===== src/rtl/t2t_pkg.sv =====
// Shared types and constants for the ITCH order decoder: event type
// encoding, the packed order event handed to the book builder, and the
// ITCH 5.0 message type codes and lengths.
// Optional feature macro: ITCH_DEC_TRADE_EN (decode 'P' trade messages).
package t2t_pkg;

  typedef enum logic [2:0] {
    EVT_ADD     = 3'd0,
    EVT_EXEC    = 3'd1,
    EVT_EXEC_PX = 3'd2,
    EVT_CANCEL  = 3'd3,
    EVT_DELETE  = 3'd4,
    EVT_REPLACE = 3'd5,
    EVT_TRADE   = 3'd6
  } evt_type_e;

  typedef struct packed {
    evt_type_e   evt_type;
    logic        stale;
    logic [15:0] stock_locate;
    logic [47:0] itch_ts;
    logic [63:0] order_ref;
    logic [63:0] new_order_ref;
    logic        side;
    logic [31:0] shares;
    logic [31:0] price;
    logic [31:0] seq;
    logic [39:0] ingress_ts;
  } order_evt_t;

  localparam int ORDER_EVT_W = 333;

  // Message type codes (byte 0 of the message)
  localparam logic [7:0] ITCH_TYPE_A = 8'h41;
  localparam logic [7:0] ITCH_TYPE_F = 8'h46;
  localparam logic [7:0] ITCH_TYPE_E = 8'h45;
  localparam logic [7:0] ITCH_TYPE_C = 8'h43;
  localparam logic [7:0] ITCH_TYPE_X = 8'h58;
  localparam logic [7:0] ITCH_TYPE_D = 8'h44;
  localparam logic [7:0] ITCH_TYPE_U = 8'h55;
  localparam logic [7:0] ITCH_TYPE_P = 8'h50;

  // Buy/sell indicator value that means "sell"
  localparam logic [7:0] ITCH_SIDE_SELL = 8'h53;

  // Exact message lengths in bytes
  localparam logic [7:0] ITCH_LEN_A = 8'd36;
  localparam logic [7:0] ITCH_LEN_F = 8'd40;
  localparam logic [7:0] ITCH_LEN_E = 8'd31;
  localparam logic [7:0] ITCH_LEN_C = 8'd36;
  localparam logic [7:0] ITCH_LEN_X = 8'd23;
  localparam logic [7:0] ITCH_LEN_D = 8'd19;
  localparam logic [7:0] ITCH_LEN_U = 8'd35;
  localparam logic [7:0] ITCH_LEN_P = 8'd44;

endpackage


===== src/rtl/itch_order_decoder_if.sv =====
// Message-in / event-out bus of the ITCH order decoder. The slave modport
// is the decoder's view, the master modport is the surrounding fabric
// (message splitter upstream, book builder downstream).
interface itch_order_decoder_if #(
  parameter int MSG_BYTES = 64
);
  import t2t_pkg::*;

  logic [MSG_BYTES*8-1:0] s_axis_tdata;
  logic [7:0]             s_axis_tkeep;
  logic [95:0]            s_axis_tuser;
  logic                   s_axis_tvalid;
  logic                   s_axis_tready;

  order_evt_t             m_evt_data;
  logic                   m_evt_valid;
  logic                   m_evt_ready;

  modport slave (
    input  s_axis_tdata, s_axis_tkeep, s_axis_tuser, s_axis_tvalid,
    output s_axis_tready,
    output m_evt_data, m_evt_valid,
    input  m_evt_ready
  );

  modport master (
    output s_axis_tdata, s_axis_tkeep, s_axis_tuser, s_axis_tvalid,
    input  s_axis_tready,
    input  m_evt_data, m_evt_valid,
    output m_evt_ready
  );

endinterface


===== src/rtl/itch_field_extract.sv =====
// Purely combinational decode of one ITCH message: recognises the
// order-affecting types, checks the exact length and pulls the big-endian
// fields into an order event.
// Optional feature macro: ITCH_DEC_TRADE_EN (adds 'P' -> EVT_TRADE).
module itch_field_extract
  import t2t_pkg::*;
#(
  parameter int MSG_BYTES = 64
) (
  input  logic [MSG_BYTES*8-1:0] tdata,
  input  logic [7:0]             tkeep,
  input  logic [95:0]            tuser,
  output logic                   is_order,
  output logic                   len_ok,
  output order_evt_t             evt
);

  logic [7:0] req_len;
  logic [7:0] msg_type;
  logic       unused_data;

  // Only some payload and sideband bits matter; fold the rest away
  assign unused_data = ^{tdata, tuser};
  assign msg_type    = tdata[7:0];

  // Assemble an n-byte big-endian field starting at byte offset off
  function automatic logic [63:0] be_field(input logic [MSG_BYTES*8-1:0] d,
                                           input int off, input int n);
    logic [63:0] v;
    v = '0;
    for (int i = 0; i < n; i++) begin
      v = {v[55:0], d[(off+i)*8 +: 8]};
    end
    return v;
  endfunction

  // Type lookup, required length and per-type field placement
  always_comb begin
    evt      = '0;
    is_order = 1'b0;
    req_len  = '0;

    evt.stale        = tuser[47];
    evt.seq          = tuser[95:64];
    evt.ingress_ts   = tuser[39:0];
    evt.stock_locate = 16'(be_field(tdata, 1, 2));
    evt.itch_ts      = 48'(be_field(tdata, 5, 6));
    evt.order_ref    = be_field(tdata, 11, 8);

    case (msg_type)
      ITCH_TYPE_A, ITCH_TYPE_F: begin
        is_order     = 1'b1;
        req_len      = (msg_type == ITCH_TYPE_A) ? ITCH_LEN_A : ITCH_LEN_F;
        evt.evt_type = EVT_ADD;
        evt.side     = (tdata[19*8 +: 8] == ITCH_SIDE_SELL);
        evt.shares   = 32'(be_field(tdata, 20, 4));
        evt.price    = 32'(be_field(tdata, 32, 4));
      end
      ITCH_TYPE_E: begin
        is_order     = 1'b1;
        req_len      = ITCH_LEN_E;
        evt.evt_type = EVT_EXEC;
        evt.shares   = 32'(be_field(tdata, 19, 4));
      end
      ITCH_TYPE_C: begin
        is_order     = 1'b1;
        req_len      = ITCH_LEN_C;
        evt.evt_type = EVT_EXEC_PX;
        evt.shares   = 32'(be_field(tdata, 19, 4));
        evt.price    = 32'(be_field(tdata, 32, 4));
      end
      ITCH_TYPE_X: begin
        is_order     = 1'b1;
        req_len      = ITCH_LEN_X;
        evt.evt_type = EVT_CANCEL;
        evt.shares   = 32'(be_field(tdata, 19, 4));
      end
      ITCH_TYPE_D: begin
        is_order     = 1'b1;
        req_len      = ITCH_LEN_D;
        evt.evt_type = EVT_DELETE;
      end
      ITCH_TYPE_U: begin
        is_order          = 1'b1;
        req_len           = ITCH_LEN_U;
        evt.evt_type      = EVT_REPLACE;
        evt.new_order_ref = be_field(tdata, 19, 8);
        evt.shares        = 32'(be_field(tdata, 27, 4));
        evt.price         = 32'(be_field(tdata, 31, 4));
      end
`ifdef ITCH_DEC_TRADE_EN
      ITCH_TYPE_P: begin
        is_order          = 1'b1;
        req_len           = ITCH_LEN_P;
        evt.evt_type      = EVT_TRADE;
        evt.side          = (tdata[19*8 +: 8] == ITCH_SIDE_SELL);
        evt.shares        = 32'(be_field(tdata, 20, 4));
        evt.price         = 32'(be_field(tdata, 32, 4));
        evt.new_order_ref = be_field(tdata, 36, 8);
      end
`endif
      default: begin
        is_order = 1'b0;
      end
    endcase

    len_ok = is_order && (tkeep == req_len);
  end

endmodule


===== src/rtl/itch_order_decoder.sv =====
// ITCH order decoder: two-stage valid/ready pipeline. Stage 1 holds the
// raw message; stage 2 holds the decoded order event. Non-order types,
// wrong lengths and out-of-range stock_locate values are dropped in the
// decode step and counted without ever occupying stage 2.
// Optional feature macro: ITCH_DEC_TRADE_EN (decode 'P' trade messages).
module itch_order_decoder
  import t2t_pkg::*;
#(
  parameter int MSG_BYTES = 64,
  parameter int CNT_WIDTH = 32
) (
  input  logic                 clk,
  input  logic                 rst_n,
  itch_order_decoder_if.slave  bus,
  input  logic                 cfg_locate_en,
  input  logic [15:0]          cfg_locate_lo,
  input  logic [15:0]          cfg_locate_hi,
  output logic [CNT_WIDTH-1:0] stat_events,
  output logic [CNT_WIDTH-1:0] stat_filtered,
  output logic [CNT_WIDTH-1:0] stat_len_err
);

  logic                   out_of_reset;
  logic                   s1_valid;
  logic [MSG_BYTES*8-1:0] s1_data;
  logic [7:0]             s1_keep;
  logic [95:0]            s1_user;
  logic                   s2_valid;
  order_evt_t             s2_evt;

  logic                   in_acc;
  logic                   s1_adv;
  logic                   s1_fire;
  logic                   dec_is_order;
  logic                   dec_len_ok;
  order_evt_t             dec_evt;
  logic                   locate_ok;
  logic                   evt_load;
  logic                   drop_filt;
  logic                   drop_len;
  logic                   evt_hs;

  itch_field_extract #(.MSG_BYTES(MSG_BYTES)) u_extract (
    .tdata    (s1_data),
    .tkeep    (s1_keep),
    .tuser    (s1_user),
    .is_order (dec_is_order),
    .len_ok   (dec_len_ok),
    .evt      (dec_evt)
  );

  // Handshake and classification; tready is held low until the first
  // edge after reset release
  always_comb begin
    s1_adv            = !s2_valid || bus.m_evt_ready;
    bus.s_axis_tready = out_of_reset && (!s1_valid || s1_adv);
    in_acc            = bus.s_axis_tvalid && bus.s_axis_tready;
    s1_fire           = s1_valid && s1_adv;
    locate_ok         = !cfg_locate_en ||
                        ((dec_evt.stock_locate >= cfg_locate_lo) &&
                         (dec_evt.stock_locate <= cfg_locate_hi));
    evt_load          = s1_fire && dec_is_order && dec_len_ok && locate_ok;
    drop_len          = s1_fire && dec_is_order && !dec_len_ok;
    drop_filt         = s1_fire && (!dec_is_order || (dec_len_ok && !locate_ok));
    evt_hs            = s2_valid && bus.m_evt_ready;
    bus.m_evt_valid   = s2_valid;
    bus.m_evt_data    = s2_evt;
  end

  // Reset-release flag and stage-1 occupancy
  always_ff @(posedge clk or negedge rst_n) begin
    if (!rst_n) begin
      out_of_reset <= 1'b0;
      s1_valid     <= 1'b0;
    end else begin
      out_of_reset <= 1'b1;
      if (bus.s_axis_tready) begin
        s1_valid <= in_acc;
      end
    end
  end

  // Stage-1 raw beat capture; contents are meaningless while s1_valid is low
  always_ff @(posedge clk) begin
    if (in_acc) begin
      s1_data <= bus.s_axis_tdata;
      s1_keep <= bus.s_axis_tkeep;
      s1_user <= bus.s_axis_tuser;
    end
  end

  // Stage-2 decoded event; dropped messages leave it empty
  always_ff @(posedge clk or negedge rst_n) begin
    if (!rst_n) begin
      s2_valid <= 1'b0;
      s2_evt   <= '0;
    end else begin
      if (s1_adv) begin
        s2_valid <= evt_load;
      end
      if (evt_load) begin
        s2_evt <= dec_evt;
      end
    end
  end

  // Statistics counters, each free-running and wrapping independently
  always_ff @(posedge clk or negedge rst_n) begin
    if (!rst_n) begin
      stat_events   <= '0;
      stat_filtered <= '0;
      stat_len_err  <= '0;
    end else begin
      if (evt_hs)    stat_events   <= stat_events + 1'b1;
      if (drop_filt) stat_filtered <= stat_filtered + 1'b1;
      if (drop_len)  stat_len_err  <= stat_len_err + 1'b1;
    end
  end

endmodule


===== src/flat_wrapper.sv =====
// flat-port wrapper written by rule: the top's interface ports become plain ports
module itch_order_decoder_flat import t2t_pkg::*;
#(
  parameter int MSG_BYTES = 64,
  parameter int CNT_WIDTH = 32
)
  (clk, rst_n, cfg_locate_en, cfg_locate_lo, cfg_locate_hi, stat_events, stat_filtered, stat_len_err, bus_s_axis_tdata, bus_s_axis_tkeep, bus_s_axis_tuser, bus_s_axis_tvalid, bus_s_axis_tready, bus_m_evt_data, bus_m_evt_valid, bus_m_evt_ready);
  itch_order_decoder_if #(.MSG_BYTES(MSG_BYTES)) bus_i ();
  input  logic clk;
  input  logic rst_n;
  input  logic cfg_locate_en;
  input  logic [15:0] cfg_locate_lo;
  input  logic [15:0] cfg_locate_hi;
  output logic [CNT_WIDTH-1:0] stat_events;
  output logic [CNT_WIDTH-1:0] stat_filtered;
  output logic [CNT_WIDTH-1:0] stat_len_err;
  input wire logic [$bits(bus_i.s_axis_tdata)-1:0] bus_s_axis_tdata;
  input wire logic [$bits(bus_i.s_axis_tkeep)-1:0] bus_s_axis_tkeep;
  input wire logic [$bits(bus_i.s_axis_tuser)-1:0] bus_s_axis_tuser;
  input wire logic [$bits(bus_i.s_axis_tvalid)-1:0] bus_s_axis_tvalid;
  output wire logic [$bits(bus_i.s_axis_tready)-1:0] bus_s_axis_tready;
  output wire logic [$bits(bus_i.m_evt_data)-1:0] bus_m_evt_data;
  output wire logic [$bits(bus_i.m_evt_valid)-1:0] bus_m_evt_valid;
  input wire logic [$bits(bus_i.m_evt_ready)-1:0] bus_m_evt_ready;
  assign bus_i.s_axis_tdata = bus_s_axis_tdata;
  assign bus_i.s_axis_tkeep = bus_s_axis_tkeep;
  assign bus_i.s_axis_tuser = bus_s_axis_tuser;
  assign bus_i.s_axis_tvalid = bus_s_axis_tvalid;
  assign bus_s_axis_tready = bus_i.s_axis_tready;
  assign bus_m_evt_data = bus_i.m_evt_data;
  assign bus_m_evt_valid = bus_i.m_evt_valid;
  assign bus_i.m_evt_ready = bus_m_evt_ready;
  itch_order_decoder #(.MSG_BYTES(MSG_BYTES), .CNT_WIDTH(CNT_WIDTH)) u_core (.clk(clk), .rst_n(rst_n), .bus(bus_i), .cfg_locate_en(cfg_locate_en), .cfg_locate_lo(cfg_locate_lo), .cfg_locate_hi(cfg_locate_hi), .stat_events(stat_events), .stat_filtered(stat_filtered), .stat_len_err(stat_len_err));
endmodule

===== config.mk =====
export PLATFORM = sky130hd
export DESIGN_NAME = itch_order_decoder_flat
export DESIGN_NICKNAME = d
export VERILOG_FILES = /design/src/rtl/t2t_pkg.sv /design/src/rtl/itch_order_decoder_if.sv /design/src/rtl/itch_field_extract.sv /design/src/rtl/itch_order_decoder.sv /design/src/flat_wrapper.sv
export SDC_FILE = /design/constraint.sdc
export NUM_CORES = 1
export LEC_CHECK = 0
export ABC_AREA = 1
export ABC_CLOCK_PERIOD_IN_PS = 66900
export CAP_MARGIN = 25
export CORE_AREA = 4 4 422 424
export CTS_CLUSTER_SIZE = 28
export DETAILED_ROUTE_END_ITERATION = 8
export DIE_AREA = 0 0 426 428
export DONT_BUFFER_PORTS = 1
export GPL_TIMING_DRIVEN = 0
export PLACE_DENSITY = 0.39
export SYNTH_ARGS = -nofsm -noshare
export SYNTH_HDL_FRONTEND = slang
export SYNTH_HIERARCHICAL = 1
export SYNTH_SLANG_ARGS = --single-unit

===== constraint.sdc =====
create_clock -name clk -period 66.9 [get_ports clk]
set_input_delay 6.69 -clock clk [delete_from_list [all_inputs] [get_ports clk]]
set_output_delay 6.69 -clock clk [all_outputs]
set_load 0.05 [all_outputs]

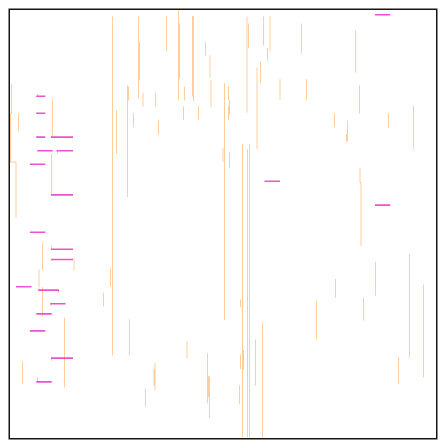
**Above:** routed metal, one colour a layer.
Drawn at 1 px/um. Only two layers are drawn.
- magenta: metal 5 (wire length 309 um)
- orange: metal 4 (wire length 4,170 um)

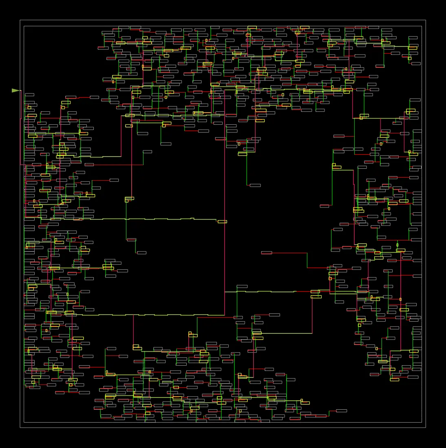
**Above:** clock routing.
Clock buffer cells: 131
Sink Count: 785
TritonCTS Buffers: 98

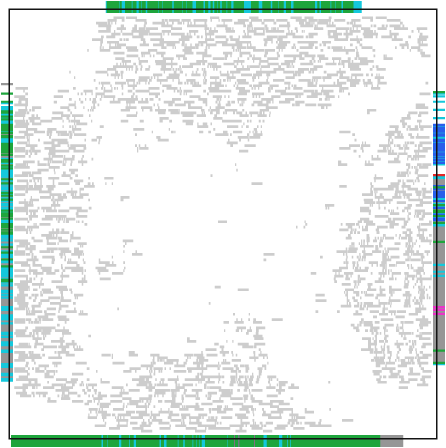
**Above:** I/O pins on the die edge.
Drawn at 1 px/um. Pins as bars across the die edge, other pins in grey.
- magenta: bus_s_axis_tkeep (pins 8; direction input; edge 5 bottom, 3 right)
- cyan: bus_m_evt_data (pins 333; direction output; edge 140 top, 88 left, 76 bottom, 29 right)
- blue: stat_events (pins 32; direction output; edge right)
- red: rst_n (pins 1; direction input; edge right)
- green: bus_s_axis_tdata (pins 512; direction input; edge 319 bottom, 135 top, 48 left, 10 right)
Die Y: 428 um
Die Span X: 426 um

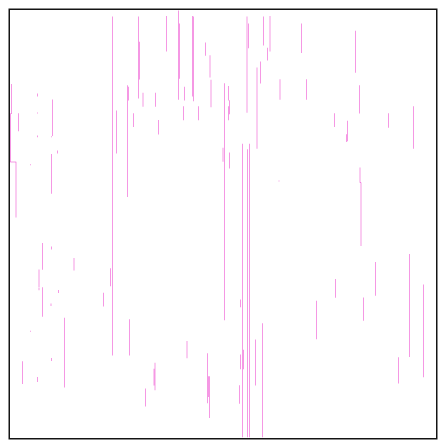
**Above:** met4 routing.
Drawn at 1 px/um.
- longest straight run: 339 um
- main direction: vertical

-- layer usage --
layer / vias to the layer above / GRT usage [%] / wire (um)
met3: 229 / 5.943 / 11950
met5: - / 0 / 309
met1: 10740 / 14.03 / 45450
li1: 10470 / - / -
met2: 763 / 25.18 / 67480
met4: 42 / 4.518 / 4171
-- power by group --
part	switching, mW	internal, mW	leakage (nW)
Clock	0.228	0.316	1.60
Sequential	0.0131	0.518	9.27
Combinational	0.0233	0.0135	7.26
-- cell type report --
| cell class | count | area [sq um] | area share, % |
|---|---|---|---|
| plain buffers | 340 | 2245 | 5.641 |
| multi-input cells | 1794 | 8592 | 21.59 |
| repair buffers | 20 | 362.8 | 0.9118 |
| clock inverters | 53 | 561.8 | 1.412 |
| diodes | 37 | 92.59 | 0.2327 |
| flip-flops and latches | 785 | 21410 | 53.80 |
| clock buffers | 131 | 2726 | 6.851 |
| inverters | 238 | 893.4 | 2.245 |
| well taps | 2325 | 2909 | 7.310 |
-- worst min-delay path: cells and delay by family, from the launching register on --
| kind | cells | cell delay (ns) |
|---|---|---|
| buffers and inverters | 1 | 0.09 |
| and+or+nand+nor | 2 | 0.12 |
| DFF | 1 | 0.32 |
-- registers in the layout (all words and copies together) (netlist names) --
| name | flops |
|---|---|
| u_core/out_of_reset | 1 |
| u_core/bus.m_evt_valid | 1 |
| u_core/stat_len_err | 32 |
| u_core/s1_user | 73 |
| u_core/s1_valid | 1 |
| u_core/s1_data | 272 |
| u_core/bus.m_evt_data | 333 |
| u_core/stat_events | 32 |
| u_core/s1_keep | 8 |
| u_core/stat_filtered | 32 |
-- placed cells by master (no fill, tap or decap), drive strengths merged --
cell type	n
o21ai	63
or3b	1
nand4	26
clkinvlp	5
buf	301
nor2	155
nor4	11
o21a	1
or2	1
nand3	399
clkbuf	190
edfxtp	353
ha	35
xnor2	25
dfrtp	432
conb	1
o21bai	2
nor3	34
xor2	42
mux2	1
inv	241
nand2	933
a21o	1
o22ai	16
clkinv	38
and2	1
bufinv	7
diode	37
a22oi	31
o211ai	2
a21oi	13
-- stage by stage --
stage / area, sq um / hold slack, ns
after floorplan: 33130 / 0.5354
after global placement: 36040 / 0.5433
after detailed placement: 36410 / 0.5467
after CTS: 39700 / 0.5415
after global routing: 39750 / 0.5745
final: 39790 / 0.5433
-- worst max-delay path by stage --
stage,start,end
5_1_grt,bus_m_evt_ready,bus_s_axis_tready
3_3_place_gp,bus_m_evt_ready,u_core/s1_valid
3_5_place_dp,bus_m_evt_ready,bus_s_axis_tready
6_report,bus_m_evt_ready,bus_s_axis_tready
4_1_cts,bus_m_evt_ready,bus_s_axis_tready
2_1_floorplan,bus_m_evt_ready,u_core/s1_valid
==> metrics.cfg <==
[worst_hold_path]
hold_path_class=reg -> reg
whs_path_depth=3
min_from=u_core/s1_data[119]
min_to=u_core/bus.m_evt_data[240]

[sta]
fin_crit_sh_pct=21.29
fin_ws_ns=52.66
slew_viol_final=0
relSlewSlack_pct=8.036
finalSetupViolCount=0
min_period_ns=14.24
rsz0062_at_grt=no
hold_violations=0
fmax_mhz=70.21
skew_ns=0.03253
tightestPinTransition_ns=1.379
finalSetupTns_ns=0

[global_route]
grt_use_total_pct=13.80
gr-total-overflow=0
antenna_found_initial=81
grt_pass1_wl_um=178900
grt_pass1_vias=22660
grt_max_degree=433

[die]
pin_count=1084
dieArea_sq_mm=0.1823
row_count=153
fp_util_pct=19.06
coreArea_sq_mm=0.1738

[clock_tree]
clockBufferDepth=3
cts_hold_buf=0
cts_root_buffer=clkbuf_16
clock_latency_ns=0.74
cts-resized-gates=0
post_cts_buffers=0
cts_tree=built
cts.clk_slew.worst_paths_ns=0.06
htree_levels=3

[setup_path]
crit_required_ns=60.21
r2r_setup_slack_ns=62.13
path_cells=inv_2, nand2_1, o21ai_0, inv_1
reg2reg_to=u_core/bus.m_evt_data[310]
start_kind=input port
path_buffers=2
path_max_fanout=2
critPathTopFamily=buffers and inverters
rr_worst_depth=15
slowest_delay_ns=0.39
crit_type=in -> out
cp-end-kind=primary output
rr_startpoint=u_core/s1_data[3]
cp.arrival_ns=7.55
slowest_stage=o21ai_0
path_depth=4

[logic_synthesis]
synthesis.area_sq_mm=0.03313
yosysWarningCount=6
synth_nets=3845
syn_area_per_cell_sq_um=10.50
synth_cells=3157

[pwr]
power.leakage_nw=18.13
max-vdd-ir-drop_mv=0.01972
p_per_area_mw_per_mm2=27.92
power.total_mw=1.111

[detailed_routing]
drtIter0Drc=1264
wl_per_cell_um=22.60
via_per_inst=3.886
vias=22240
wirelength_um=129400
dr.pass1.iters=5
drt.antenna.violating_nets=0
post-route-drc-count=0

[layout]
drive_above_1_share_pct=15.56
area_delta_synth_final_pct=20.10
nFillCells=18890
final_cells=5723
utilization_pct=22.89
nets=3965

[job]
warnings=293
drv_cap=0

[placement]
io_buffers=0
hpwlAfterDp_um=98350
place.gp.congestion=0.8045
place_ws_ns=52.65
dp.cells=5502

[outcome]
status=complete, no violations

No activity file was given, so power comes from the tool's default toggle rates.
